## src/rtl/vram_arbiter.sv

```systemverilog
// vram_arbiter
//   Shares one single-port, 1-cycle-latency video RAM between the VGA scanout
//   fetcher (strict priority, one word per cycle) and a req/ack writer port
//   that is served only in cycles the scanout leaves idle.
//
// Optional feature: define VRAM_ARB_STATS_EN to add a saturating 16-bit
//   conflict counter (conflict_cnt) with synchronous clear (conflict_clr).
//
// Ports
//   CLK, RESET_N            clock, asynchronous active-low reset
//   scan_req/scan_addr      scanout read request and address
//   scan_data/scan_valid    scanout read data, valid 2 cycles after request
//   wr_req/wr_we/wr_addr/wr_wdata   writer request, held until wr_ack
//   wr_ack/wr_rdata         writer completion pulse and read data
//   mem_addr/mem_wdata/mem_we/mem_rdata   BRAM port
//   conflict_cnt/conflict_clr   (VRAM_ARB_STATS_EN only) stall statistics
module vram_arbiter #(
  parameter int ADDR_W = 13,
  parameter int DATA_W = 8
) (
  input  logic              CLK,
  input  logic              RESET_N,
  input  logic              scan_req,
  input  logic [ADDR_W-1:0] scan_addr,
  output logic [DATA_W-1:0] scan_data,
  output logic              scan_valid,
  input  logic              wr_req,
  input  logic              wr_we,
  input  logic [ADDR_W-1:0] wr_addr,
  input  logic [DATA_W-1:0] wr_wdata,
  output logic              wr_ack,
  output logic [DATA_W-1:0] wr_rdata,
  output logic [ADDR_W-1:0] mem_addr,
  output logic [DATA_W-1:0] mem_wdata,
  output logic              mem_we,
  input  logic [DATA_W-1:0] mem_rdata
`ifdef VRAM_ARB_STATS_EN
  ,
  output logic [15:0]       conflict_cnt,
  input  logic              conflict_clr
`endif
);

  typedef enum logic [1:0] {
    S_IDLE = 2'd0,
    S_WACK = 2'd1,
    S_RD1  = 2'd2,
    S_RACK = 2'd3
  } state_e;

  state_e              state_q, state_d;
  logic [1:0]          vld_q;
  logic [DATA_W-1:0]   scan_data_q;
  logic [DATA_W-1:0]   wr_rdata_q;
  logic [ADDR_W-1:0]   addr_q;
  logic [DATA_W-1:0]   wdata_q;
  logic                wr_grant;

  // Writer is only considered in IDLE, so at most one transaction is in flight.
  assign wr_grant = (state_q == S_IDLE) && wr_req && !scan_req;

  // Grant mux. With no grant the address/data hold their last values so the
  // BRAM port does not toggle needlessly.
  always_comb begin
    mem_addr  = addr_q;
    mem_wdata = wdata_q;
    mem_we    = 1'b0;
    if (scan_req) begin
      mem_addr = scan_addr;
    end else if (wr_grant) begin
      mem_addr  = wr_addr;
      mem_wdata = wr_wdata;
      // Gated with the reset pin so no write can slip through while in reset.
      mem_we    = wr_we & RESET_N;
    end
  end

  // Writer FSM next state and ack.
  always_comb begin
    state_d = state_q;
    wr_ack  = 1'b0;
    case (state_q)
      S_IDLE: begin
        if (wr_grant) state_d = wr_we ? S_WACK : S_RD1;
      end
      S_WACK: begin
        wr_ack  = 1'b1;
        state_d = S_IDLE;
      end
      S_RD1: begin
        state_d = S_RACK;
      end
      S_RACK: begin
        wr_ack  = 1'b1;
        state_d = S_IDLE;
      end
      default: state_d = S_IDLE;
    endcase
  end

  always_ff @(posedge CLK or negedge RESET_N) begin
    if (!RESET_N) begin
      state_q     <= S_IDLE;
      vld_q       <= 2'b00;
      scan_data_q <= '0;
      wr_rdata_q  <= '0;
      addr_q      <= '0;
      wdata_q     <= '0;
    end else begin
      state_q <= state_d;
      addr_q  <= mem_addr;
      wdata_q <= mem_wdata;
      // vld_q[0]: BRAM output this cycle belongs to a scan grant from last cycle.
      vld_q   <= {vld_q[0], scan_req};
      if (vld_q[0]) scan_data_q <= mem_rdata;
      // RD1 is the cycle the BRAM presents the writer's read data.
      if (state_q == S_RD1) wr_rdata_q <= mem_rdata;
    end
  end

  assign scan_valid = vld_q[1];
  assign scan_data  = scan_data_q;
  assign wr_rdata   = wr_rdata_q;

`ifdef VRAM_ARB_STATS_EN
  logic [15:0] conflict_q, conflict_d;

  // Counts cycles in which a pending writer request is blocked by scanout.
  always_comb begin
    conflict_d = conflict_q;
    if (conflict_clr) begin
      conflict_d = 16'd0;
    end else if ((state_q == S_IDLE) && wr_req && scan_req &&
                 (conflict_q != 16'hFFFF)) begin
      conflict_d = conflict_q + 16'd1;
    end
  end

  always_ff @(posedge CLK or negedge RESET_N) begin
    if (!RESET_N) conflict_q <= 16'd0;
    else          conflict_q <= conflict_d;
  end

  assign conflict_cnt = conflict_q;
`endif

endmodule

```

## config.mk

```make
export PLATFORM = sky130hd
export DESIGN_NAME = vram_arbiter
export DESIGN_NICKNAME = d
export VERILOG_FILES = /design/src/rtl/vram_arbiter.sv
export SDC_FILE = /design/constraint.sdc
export NUM_CORES = 1
export LEC_CHECK = 0
export CELL_PAD_IN_SITES_DETAIL_PLACEMENT = 0
export CELL_PAD_IN_SITES_GLOBAL_PLACEMENT = 1
export CORE_UTILIZATION = 30
export DETAILED_ROUTE_END_ITERATION = 10
export GPL_TIMING_DRIVEN = 0
export PLACE_DENSITY = 0.81
export SETUP_SLACK_MARGIN = 0.1
export SLEW_MARGIN = 20
export SYNTH_ARGS = -nofsm -noshare
export SYNTH_HDL_FRONTEND = slang
export SYNTH_SLANG_ARGS = --single-unit
```

## constraint.sdc

```tcl
create_clock -name CLK -period 1.8 [get_ports CLK]
set_clock_uncertainty 0.1 [all_clocks]
set_input_delay 0.18 -clock CLK [delete_from_list [all_inputs] [get_ports CLK]]
set_output_delay 0.18 -clock CLK [all_outputs]
set_load 0.02 [all_outputs]
```

Figure 1. Power grid (run 1).
The bar under the picture is 20 um long. Pins as bars on the die edge.
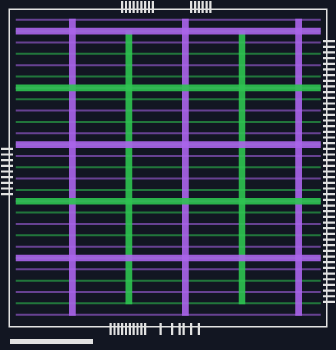
[green] VDD
[purple] VSS
rows: 26
met4 straps: 5
met5 straps: 5
met1 rails: 27

Figure 2. Cell classes on the final placement (run 1).
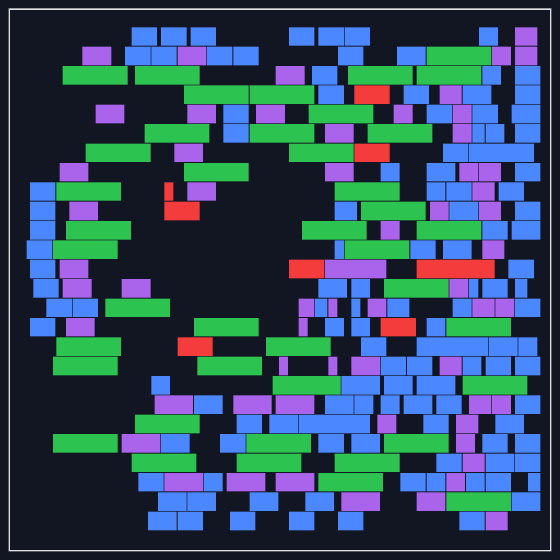
[blue] remaining buffers and delay cells | cells: 119 | share of their area: 41%
[red] clock drivers and dummy loads | cells: 8 | share of their area: 4.0%
[green] sequential cells | cells: 41 | share of their area: 35%
[purple] remaining logic cells | cells: 59 | share of their area: 20%

Figure 3. Clock wires, drivers and flops (run 1).
The bar under the picture is 20 um long.
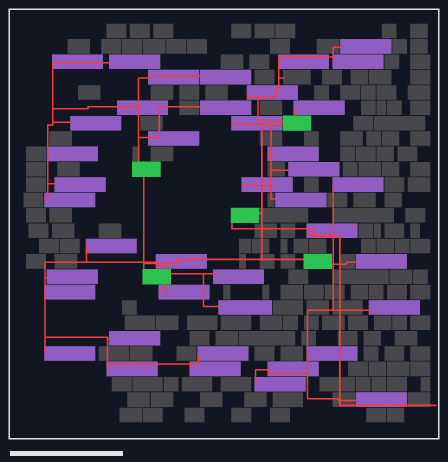
[green] clock-net drivers | count: 5
[purple] flip-flops | count: 41
[red] clock wires | length: 507 um
flops lie: widely spread
routed clock nets: 6

Figure 4. Wiring by layer (run 1).
The bar under the picture is 20 um long.
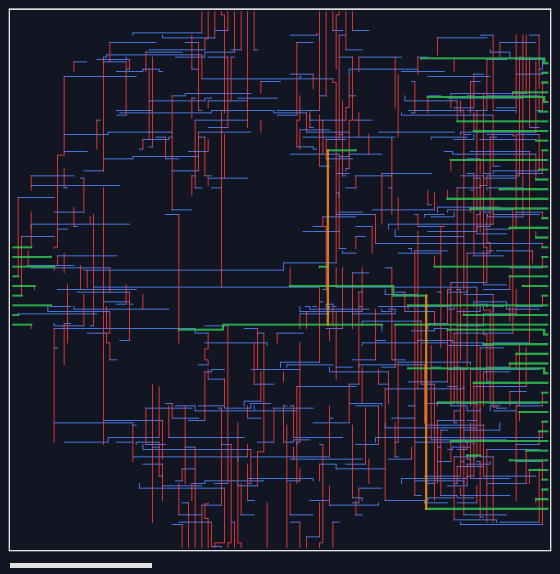
[green] M3 | wire length: 415 um
[blue] M1 | wire length: 1950 um
[orange] M4 | wire length: 54.4 um
[red] M2 | wire length: 2130 um

==> results_dict.tcl, run 1 <==
# implementation run metrics
set metrics [dict create \
    holdPathStages 1 \
    drive_gt1_share_pct 37.89 \
    layout_top_cell "clkdlybuf4s50_1" \
    violations "setup timing" \
    comb_cells 59 \
    postSynthCellCount 108 \
    yosysMostFrequentCell "dfrtp_1" \
    worst_slack_ns -0.2386 \
    comb_area_um2 586.8 \
    status "complete, but fails checks" \
    powerClk_mw 0.752 \
    power_frac_comb_pct 48.6 \
    ys_types 14 \
    bufAreaShareNonClock_pct 39.66 \
    setup_viol 22 \
    r2r-end "addr_q[2]" \
    crit_slowest_cell "dfrtp_1" \
    synth.cell_area_mm2 0.001634 \
    wl_met3_um 415 \
    endpoint_kind "primary output" \
    route.met2.wl_um 2127 \
    power_density_mw_per_mm2 1346 \
    ys_chip_area_mm2 0.001634 \
    finalCritPeriodShare_pct 113.3 \
    wire_per_inst_um 15.31 \
    yosys.area.top_type_share_pct 62.79 \
    antenna_cells 0 \
    port_buffers 86 \
    ir_drop_v 0.0005688 \
    start_kind "flop" \
    top_area_cell "dfrtp_1" \
    required_ns 1.52 \
    swShare_pct 31.23 \
    r2r-start "state_q[1]" \
]
Figure 5. Clock wiring as the flow saved it (run 1).
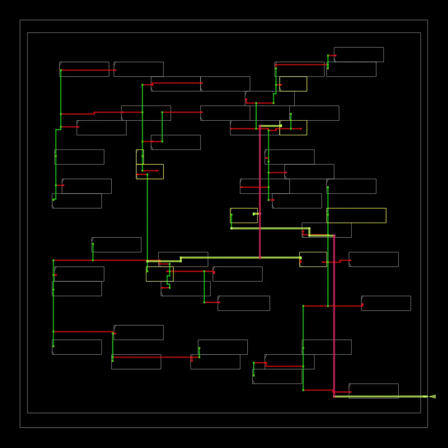

==> run 2, diff against run 1 <==
- MAX_ROUTING_LAYER: unset -> met4
Figure 6. Clock wiring as the flow saved it (run 2).
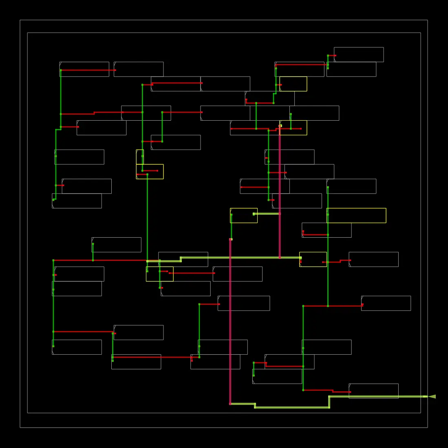
CTS sink count: 41
Layout clock buffers: 7
Clk. pwr: 0.750 mW

Figure 7. Wiring by layer (run 2).
The bar under the picture is 20 um long.
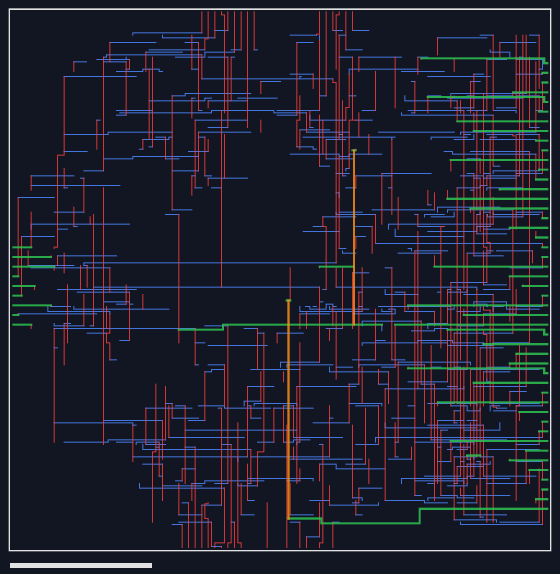
[blue] M1 | wire length: 1950 um
[orange] M4 | wire length: 55.1 um
[green] M3 | wire length: 417 um
[red] M2 | wire length: 2130 um

==> run 2 against run 1 <==
Effect of this change: the flow still finishes with violations (setup timing); first-iteration DRC count grew 6.3%; non-clock buffer count is the same; combinational power about the same; hold slack improved by 0.00081 ns; wire length up 0.22%; utilization increased by 0.072 points; worst setup slack improved by 0.0022 ns.
==> results_dict.tcl, run 2 <==
# implementation run metrics
set metrics [dict create \
    power_density_mw_per_mm2 1347 \
    ir_drop_v 0.0005688 \
    port_buffers 86 \
    yosys.area.top_type_share_pct 62.79 \
    wire_per_inst_um 15.34 \
    yosysMostFrequentCell "dfrtp_1" \
    status "complete, but fails checks" \
    finalCritPeriodShare_pct 113.1 \
    comb_cells 59 \
    bufAreaShareNonClock_pct 39.73 \
    worst_slack_ns -0.2364 \
    route.met2.wl_um 2130 \
    setup_viol 22 \
    endpoint_kind "primary output" \
    required_ns 1.52 \
    r2r-end "addr_q[2]" \
    synth.cell_area_mm2 0.001634 \
    start_kind "flop" \
    ys_chip_area_mm2 0.001634 \
    holdPathStages 1 \
    violations "setup timing" \
    layout_top_cell "clkdlybuf4s50_1" \
    crit_slowest_cell "dfrtp_1" \
    comb_area_um2 586.8 \
    power_frac_comb_pct 48.7 \
    top_area_cell "dfrtp_1" \
]
Figure 8. Clock wires, drivers and flops (run 2).
The bar under the picture is 20 um long.
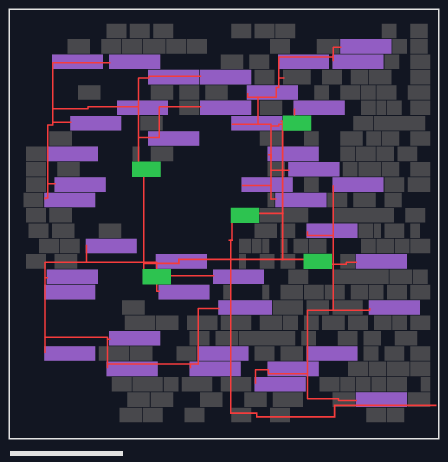
[green] clock-net drivers | count: 5
[red] clock wires | length: 512 um
[purple] flip-flops | count: 41
flops lie: widely spread

Figure 9. Power grid (run 2).
The bar under the picture is 20 um long. Pins as bars on the die edge.
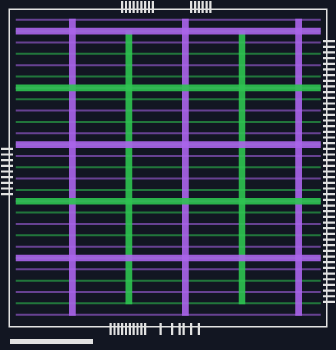

==> run 3, diff against run 2 <==
- CORE_MARGIN: unset -> 3
Figure 10. Power grid (run 3).
The bar under the picture is 20 um long. Pins as bars on the die edge.
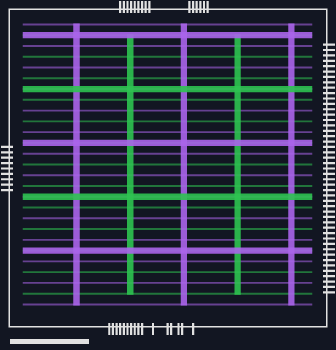
[purple] VSS
[green] VDD
signal pins: 87
met5 straps: 5

Figure 11. Clock wiring as the flow saved it (run 3).
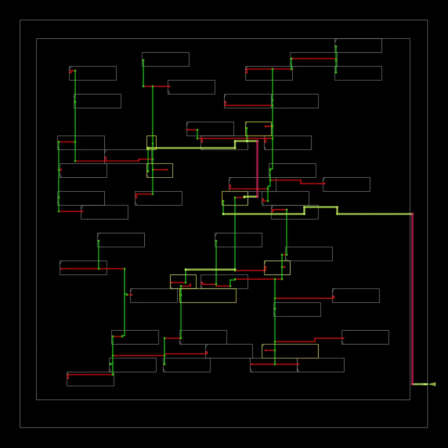
Latency at later pin: 0.29 ns
Layout clock buffers: 5
Clk. pwr: 0.878 mW
CTS buffer count: 5

==> run 3 against run 2 <==
Effect of this change: design area is 3.0% lower; highest routed layer unchanged; sequential cell count unchanged; hold slack got worse by 0.086 ns; via count shrank 4.0%; utilization shrank 1.8 points; clock power rose by 17%; non-clock buffer count shrank 7; largest power group unchanged; the run ends with hold timing, setup timing left; fmax is 1.5% higher; largest cell class unchanged.
==> results_dict.tcl, run 3 <==
# implementation run metrics
set metrics [dict create \
    worst_slack_ns -0.2056 \
    postSynthCellCount 108 \
    synthAdderAreaFrac_pct 0 \
    comb_area_um2 581.8 \
    cts_num_sinks 41 \
    compound_area_share_pct 12.94 \
    endpoint "mem_wdata[1]" \
    port_buffers 86 \
    antenna_cells 0 \
    sh_comb_area_pct 19.89 \
    wl_met3_um 480 \
    clock_cell_area_share_pct 4.577 \
    layout_top_cell "clkdlybuf4s50_1" \
    crit_slowest_cell "dfrtp_1" \
    ant_nets 0 \
    comb_cells 59 \
    die_y_um 79.81 \
    wire_per_inst_um 15.40 \
    ys_chip_area_mm2 0.001634 \
    ir_drop_v 0.0006760 \
    setup_viol 22 \
    status "complete, but fails checks" \
    power_density_mw_per_mm2 1386 \
    start_kind "flop" \
    hold_ws_ns -0.01186 \
    finalCritPeriodShare_pct 111.4 \
    place_congestion 0.7059 \
    hold_viol 22 \
    required_ns 1.52 \
    synth.cell_area_mm2 0.001634 \
    endpoint_kind "primary output" \
    drive_gt1_share_pct 36.36 \
    yosysMostFrequentCell "dfrtp_1" \
    r2r-end "addr_q[3]" \
    yosys.area.top_type_share_pct 62.79 \
    power_frac_comb_pct 45.6 \
    swShare_pct 31.15 \
    top_area_cell "dfrtp_1" \
    cap_viol_max_count 0 \
    r2r-start "state_q[1]" \
    bufAreaShareNonClock_pct 37.47 \
    violations "hold timing, setup timing" \
]
Figure 12. Wiring by layer (run 3).
The bar under the picture is 20 um long.
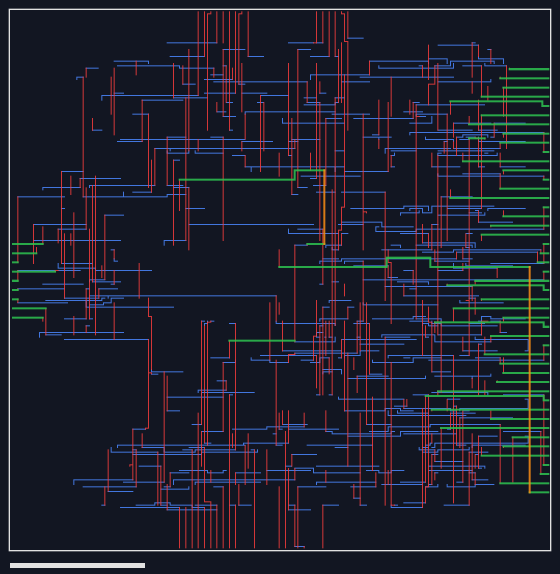
[red] M2 | wire length: 1970 um
[green] M3 | wire length: 480 um
[blue] M1 | wire length: 1980 um
[orange] M4 | wire length: 44.2 um

Power is estimated from default activity; no workload was simulated.
